Figure 1. Power grid.
Pins as bars on the die edge.
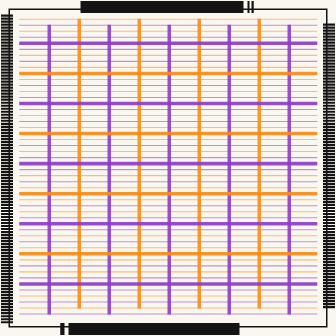
Figure 2. Placement by cell class.
The bar under the picture is 50 µm long.
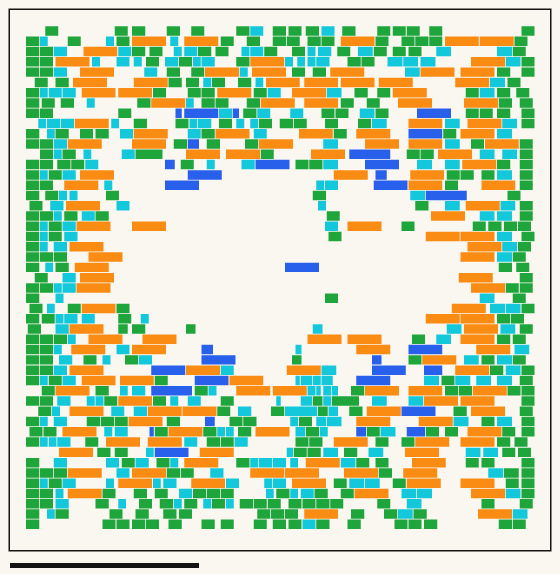
Figure 3. Clock distribution.
The bar under the picture is 50 µm long.
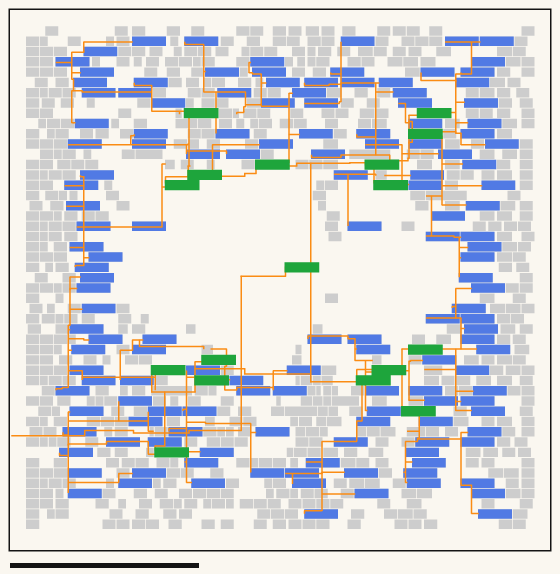
<file path="src/rtl/div_share_arbiter.sv">
// Round-robin arbiter sharing one iterative divider between several requesters:
// registers the winner's operands, sequences start/done, routes or discards the result.
module div_share_arbiter #(
    parameter int NUM_REQUESTERS = 2,
    parameter int DATA_WIDTH     = 32
) (
    input  logic                                          clk,
    input  logic                                          rst,
    input  logic [NUM_REQUESTERS-1:0]                     req_valid,
    input  logic [NUM_REQUESTERS*DATA_WIDTH-1:0]          req_dividend,
    input  logic [NUM_REQUESTERS*DATA_WIDTH-1:0]          req_divisor,
    input  logic [NUM_REQUESTERS*$clog2(DATA_WIDTH)-1:0]  req_dividend_CLZ,
    input  logic [NUM_REQUESTERS*$clog2(DATA_WIDTH)-1:0]  req_divisor_CLZ,
    input  logic [NUM_REQUESTERS-1:0]                     req_divisor_is_zero,
    input  logic [NUM_REQUESTERS-1:0]                     req_abort,
    output logic [NUM_REQUESTERS-1:0]                     req_accept,
    output logic [NUM_REQUESTERS-1:0]                     req_done,
    output logic [DATA_WIDTH-1:0]                         req_quotient,
    output logic [DATA_WIDTH-1:0]                         req_remainder,
    output logic                                          busy,
    output logic                                          div_start,
    output logic [DATA_WIDTH-1:0]                         div_dividend,
    output logic [$clog2(DATA_WIDTH)-1:0]                 div_dividend_CLZ,
    output logic [DATA_WIDTH-1:0]                         div_divisor,
    output logic [$clog2(DATA_WIDTH)-1:0]                 div_divisor_CLZ,
    output logic                                          div_divisor_is_zero,
    input  logic                                          div_done,
    input  logic [DATA_WIDTH-1:0]                         div_quotient,
    input  logic [DATA_WIDTH-1:0]                         div_remainder
);

    localparam int CLZW = $clog2(DATA_WIDTH);
    localparam int PTRW = $clog2(NUM_REQUESTERS);
    localparam logic [PTRW-1:0] LAST_IDX = PTRW'(NUM_REQUESTERS - 1);

    localparam logic [1:0] ST_IDLE  = 2'd0;
    localparam logic [1:0] ST_START = 2'd1;
    localparam logic [1:0] ST_BUSY  = 2'd2;
    localparam logic [1:0] ST_DRAIN = 2'd3;

    logic [1:0]                state_q, state_d;
    logic [PTRW-1:0]           rr_ptr_q, rr_ptr_d;
    logic [PTRW-1:0]           owner_q, owner_d;
    logic [DATA_WIDTH-1:0]     dividend_q, dividend_d;
    logic [DATA_WIDTH-1:0]     divisor_q, divisor_d;
    logic [CLZW-1:0]           dividend_clz_q, dividend_clz_d;
    logic [CLZW-1:0]           divisor_clz_q, divisor_clz_d;
    logic                      divisor_zero_q, divisor_zero_d;
    logic [NUM_REQUESTERS-1:0] done_q, done_d;
    logic [DATA_WIDTH-1:0]     quot_q, quot_d;
    logic [DATA_WIDTH-1:0]     rem_q, rem_d;

    logic [NUM_REQUESTERS-1:0] eligible;
    logic                      grant_found;
    logic [PTRW-1:0]           grant_idx;
    logic [PTRW-1:0]           cand_idx;
    logic                      owner_abort;

    assign eligible    = req_valid & ~req_abort;
    assign owner_abort = req_abort[owner_q];

    // First eligible index at or after rr_ptr_q, wrapping modulo NUM_REQUESTERS.
    always_comb begin
        grant_found = 1'b0;
        grant_idx   = '0;
        cand_idx    = '0;
        for (int unsigned i = 0; i < NUM_REQUESTERS; i++) begin
            cand_idx = PTRW'((32'(rr_ptr_q) + i) % 32'(NUM_REQUESTERS));
            if (!grant_found && eligible[cand_idx]) begin
                grant_found = 1'b1;
                grant_idx   = cand_idx;
            end
        end
    end

    always_comb begin
        state_d        = state_q;
        rr_ptr_d       = rr_ptr_q;
        owner_d        = owner_q;
        dividend_d     = dividend_q;
        divisor_d      = divisor_q;
        dividend_clz_d = dividend_clz_q;
        divisor_clz_d  = divisor_clz_q;
        divisor_zero_d = divisor_zero_q;
        done_d         = '0;
        quot_d         = quot_q;
        rem_d          = rem_q;
        req_accept     = '0;
        div_start      = 1'b0;
        case (state_q)
            ST_IDLE: begin
                if (grant_found) begin
                    req_accept[grant_idx] = 1'b1;
                    dividend_d     = req_dividend[32'(grant_idx) * DATA_WIDTH +: DATA_WIDTH];
                    divisor_d      = req_divisor[32'(grant_idx) * DATA_WIDTH +: DATA_WIDTH];
                    dividend_clz_d = req_dividend_CLZ[32'(grant_idx) * CLZW +: CLZW];
                    divisor_clz_d  = req_divisor_CLZ[32'(grant_idx) * CLZW +: CLZW];
                    divisor_zero_d = req_divisor_is_zero[grant_idx];
                    owner_d        = grant_idx;
                    rr_ptr_d       = (grant_idx == LAST_IDX) ? '0 : grant_idx + PTRW'(1);
                    state_d        = ST_START;
                end
            end
            ST_START: begin
                // Abort before launch: the divider never sees the operation.
                if (owner_abort) begin
                    state_d = ST_IDLE;
                end else begin
                    div_start = 1'b1;
                    state_d   = ST_BUSY;
                end
            end
            ST_BUSY: begin
                if (div_done) begin
                    state_d = ST_IDLE;
                    if (!owner_abort) begin
                        done_d[owner_q] = 1'b1;
                        quot_d          = div_quotient;
                        rem_d           = div_remainder;
                    end
                end else if (owner_abort) begin
                    state_d = ST_DRAIN;
                end
            end
            ST_DRAIN: begin
                if (div_done) begin
                    state_d = ST_IDLE;
                end
            end
            default: state_d = ST_IDLE;
        endcase
    end

    always_ff @(posedge clk or negedge rst) begin
        if (!rst) begin
            state_q        <= ST_IDLE;
            rr_ptr_q       <= '0;
            owner_q        <= '0;
            dividend_q     <= '0;
            divisor_q      <= '0;
            dividend_clz_q <= '0;
            divisor_clz_q  <= '0;
            divisor_zero_q <= 1'b0;
            done_q         <= '0;
            quot_q         <= '0;
            rem_q          <= '0;
        end else begin
            state_q        <= state_d;
            rr_ptr_q       <= rr_ptr_d;
            owner_q        <= owner_d;
            dividend_q     <= dividend_d;
            divisor_q      <= divisor_d;
            dividend_clz_q <= dividend_clz_d;
            divisor_clz_q  <= divisor_clz_d;
            divisor_zero_q <= divisor_zero_d;
            done_q         <= done_d;
            quot_q         <= quot_d;
            rem_q          <= rem_d;
        end
    end

    assign busy                = (state_q != ST_IDLE);
    assign req_done            = done_q;
    assign req_quotient        = quot_q;
    assign req_remainder       = rem_q;
    assign div_dividend        = dividend_q;
    assign div_divisor         = divisor_q;
    assign div_dividend_CLZ    = dividend_clz_q;
    assign div_divisor_CLZ     = divisor_clz_q;
    assign div_divisor_is_zero = divisor_zero_q;

endmodule

</file>
<file path="config.mk">
export PLATFORM = sky130hd
export DESIGN_NAME = div_share_arbiter
export DESIGN_NICKNAME = d
export VERILOG_FILES = /design/src/rtl/div_share_arbiter.sv
export SDC_FILE = /design/constraint.sdc
export NUM_CORES = 1
export LEC_CHECK = 0
export ABC_AREA = 0
export ABC_CLOCK_PERIOD_IN_PS = 4000
export CAP_MARGIN = 20
export CORE_MARGIN = 4
export CORE_UTILIZATION = 33
export CTS_CLUSTER_SIZE = 16
export DETAILED_ROUTE_END_ITERATION = 7
export MAX_ROUTING_LAYER = met4
export PLACE_DENSITY = 0.73
export SETUP_SLACK_MARGIN = 0.02
export SLEW_MARGIN = 20
export SYNTH_ARGS = -nofsm -noshare
export SYNTH_HDL_FRONTEND = slang
export SYNTH_SLANG_ARGS = --single-unit
</file>
<file path="constraint.sdc">
create_clock -name clk -period 4 [get_ports clk]
set_input_delay 0.8 -clock clk [delete_from_list [all_inputs] [get_ports clk]]
set_output_delay 0.8 -clock clk [all_outputs]
set_load 0.01 [all_outputs]
</file>
==> results_slide.txt <==
Implementation Results

Final timing
  – Setup TNS: 0 ns
  – Worst-Margin Slew: 0.845 ns
  – Tmin final: 3.30 ns
  – Highest Clock Rate: 0.303 GHz
  – Hold WS: 0.411 ns
  – Final Hold Vio Count: 0
  – RSZ-0062 raised after global routing: false
  – Final setup violation count: 0
  – Relative slew slack: 43.7%
  – Setup slack after layout: 0.695 ns
  – Clock skew: 0.00691 ns
  – Part of the cycle the worst path needs: 82.6%
  – Slew Viols, Final: 0

Critical path
  – Critical path type: primary input to output pin
  – CP Depth: 4
  – CP delay by family, top: buffers and inverters
  – CP cell instances: clkdlybuf4s50_1, nor4b_1, o21a_2, clkdlybuf4s50_1
  – CP peak stage delay: 0.55 ns
  – Reg-to-reg endpoint: div_dividend[8]
  – Worst endpoint required time: 3.20 ns
  – Worst path most repeated cell: clkdlybuf4s50_1
  – R2r setup slk: 1.85 ns
  – Reg2reg path depth: 4
  – Worst Path Buf+Inv: 2
  – Critical path endpoint: req_accept[0]
  – CP Launch Type: primary input
  – CP startpoint: req_abort[0]
  – Crit path DAT: 2.50 ns
  – Reg2reg start: state_q[1]
  – Worst-path maximum fanout: 5
  – Worst Setup End Kind: output pin
  – Slowest CP cell: clkdlybuf4s50_1

Synthesis
  – Post-synth top cells: dfrtp_1, a221o_1, and3_1
  – Mux area share: 12.2%
  – Synthesized area per cell: 14.3 µm²
  – Synth Seq Share: 60.4%
  – Synth logic family: AND-OR/OR-AND gates
  – Post-synth top area cell: dfrtp_1
  – Adder Area Share: 0%
  – Post-synth EDFFs: 0
  – Yosys chip area: 6010 µm²
  – Aoi share: 13.0%
  – Area leader share: 60.4%
  – Synth Cell Area: 6010 µm²
  – Yosys top cell by instances: dfrtp_1
  – Synth Flop Type: dfrtp_1
  – Syn nets: 641
  – Yosys warning count: 0
  – Yosys reg bits: 145
  – Xor+xnor area frac: 0%
  – Post-synth area hogs: dfrtp_1, a221o_1, mux2_2, and3_1, buf_6
  – Simple-Gate Area Share: 9.94%
  – Post-synth ARST share: 100%
  – Yosys cell count: 420
  – Cell Type Count: 29
  – Mapped Cells: 420

Power
  – Sequential power share: 35.1%
  – Sw Share: 30.3%
  – Combinational fraction of design power: 43.1%
  – Total design power: 0.00745 W
  – Psw: 0.00225 W
  – Lkg Pwr: 4.55 nW
  – Internal: 0.00519 W
  – Clock power frac: 21.8%
  – Power per cell area: 717 nW/µm²

Finish
  – Top cell excl fill/tap: clkdlybuf4s50_1
  – Layout Cells excl Fill: 1016
  – Top Layout Cells: clkdlybuf4s50_1, dfrtp_1, and3_1, a221o_1, mux2_2
  – Non-clk bufs: 372
  – # fillers: 1410
  – Final non-clock buffer share: 36.0%
  – # clk buffers: 20
  – Reg area: 3630 µm²
  – Flops: 145
  – Combinational share of cell area: 20.4%
  – Diode count: 1
  – Multi-input gate count: 236
  – Syn-to-layout area delta: 72.8%
  – Layout cell share with drive strength beyond 1: 12.6%
  – Biggest Area Class: buffers
  – Comb. cell area: 2110 µm²
  – Inverters: 1
  – # nets final: 994

Global route
  – Routing usage on met1: 23.1%
  – Met2 Usage GRT: 31.8%
  – Largest net degree at the start of global routing: 81
  – Initial antenna violation count: 1
  – All-layer global routing usage: 19.5%
  – GR met3 Demand/Resource: 5.19%
  – Global-route layer with the greatest usage: met2
  – First-pass GRT wire length: 30100 µm
  – Vias in the first global route: 5604

CTS
  – CTS Buf Count: 17
  – # hold bufs at CTS: 0
  – Post-CTS sizing: 0
  – Htree depth: 4
  – TritonCTS clock tree: yes
  – Late-Pin Clk Latency: 0.41 ns
  – Clk buf depth: 2
  – Root Buffer: clkbuf_16
  – Clock sinks: 145
  – Clk slew on worst S/H paths: 0.06 ns
  – # Post-CTS Setup Buffers: 0

Detailed routing
  – Met2 wire length: 9840 µm
  – Post-DR wirelength/cell: 19.6 µm
  – Final ANT Viol Nets: 0
  – DR iter-0 viols: 222
  – M1 wire length: 7880 µm
  – Via count: 5170
  – DRC viols: 0
  – Vias per inst: 5.09
  – Met3 routed WL: 1500 µm
  – 1st-pass router iterations: 4
  – Final WL: 19900 µm
  – Highest routing layer actually used: met4

Placed design
  – Placed cell count: 983
  – Global placement routability congestion: 0.814
  – Pre-CTS worst setup slack: 0.663 ns
  – Dpl hpwl: 14800 µm
  – Cell Area, Placed: 9770 µm²
  – Port Buffers: 365

Floorplan
  – Tap cells: 229
  – FP Util: 33.4%
  – Die ar.: 20400 µm²

Status
  – Status: finished clean

Flow run
  – Tool warning count: 26
  – Max Cap Viol: 0

Hold path
  – HP Class: primary input to async pin
Back to the opening pictures, Figure 1:
| colour | net |
|---|---|
| orange | VDD |
| purple | VSS |
rows: 49
met4 straps: 9
met1 rails: 50
signal pins: 366
die height: 143 µm
DIE WIDTH: 143 µm
Core Footprint: 18000 µm²
peak supply drop: 0.401 mV

Back to the opening pictures, Figure 2:
| colour | class | cells |
|---|---|---|
| blue | clock drivers and dummy loads | 32 |
| cyan | remaining logic cells | 237 |
| green | remaining buffers and delay cells | 372 |
| orange | registers | 145 |
post-layout util: 57.8%
sequential share of cell area: 35.0%
finished layout cell area: 10400 µm²
row count: 49

Back to the opening pictures, Figure 3:
[orange] clock wires | length: 1750 µm
[blue] flip-flops | count: 145
[green] clock-net drivers | count: 17
routed clock nets: 18
flops lie: spread over the die

==> power by group through the flow <==
stage / clock network, W / registers [W] / logic [W]
2_1_floorplan: 0 / 0.00287 / 0.00104
3_3_place_gp: 0 / 0.00259 / 0.00320
3_5_place_dp: 0 / 0.00260 / 0.00327
4_1_cts: 0.00166 / 0.00261 / 0.00326
5_1_grt: 0.00172 / 0.00270 / 0.00343
6_report: 0.00162 / 0.00261 / 0.00321
==> flip-flops by register name, summed over array words and instances, names as in the netlist <==
name and flops:
div_dividend_CLZ 5, req_quotient 32, div_divisor_is_zero 1, div_divisor 32, owner_q 1, div_dividend 32
req_remainder 32, req_done 2, div_divisor_CLZ 5, rr_ptr_q 1, state_q 2
Power figures rest on the tool's default switching activity, not on a simulated workload.
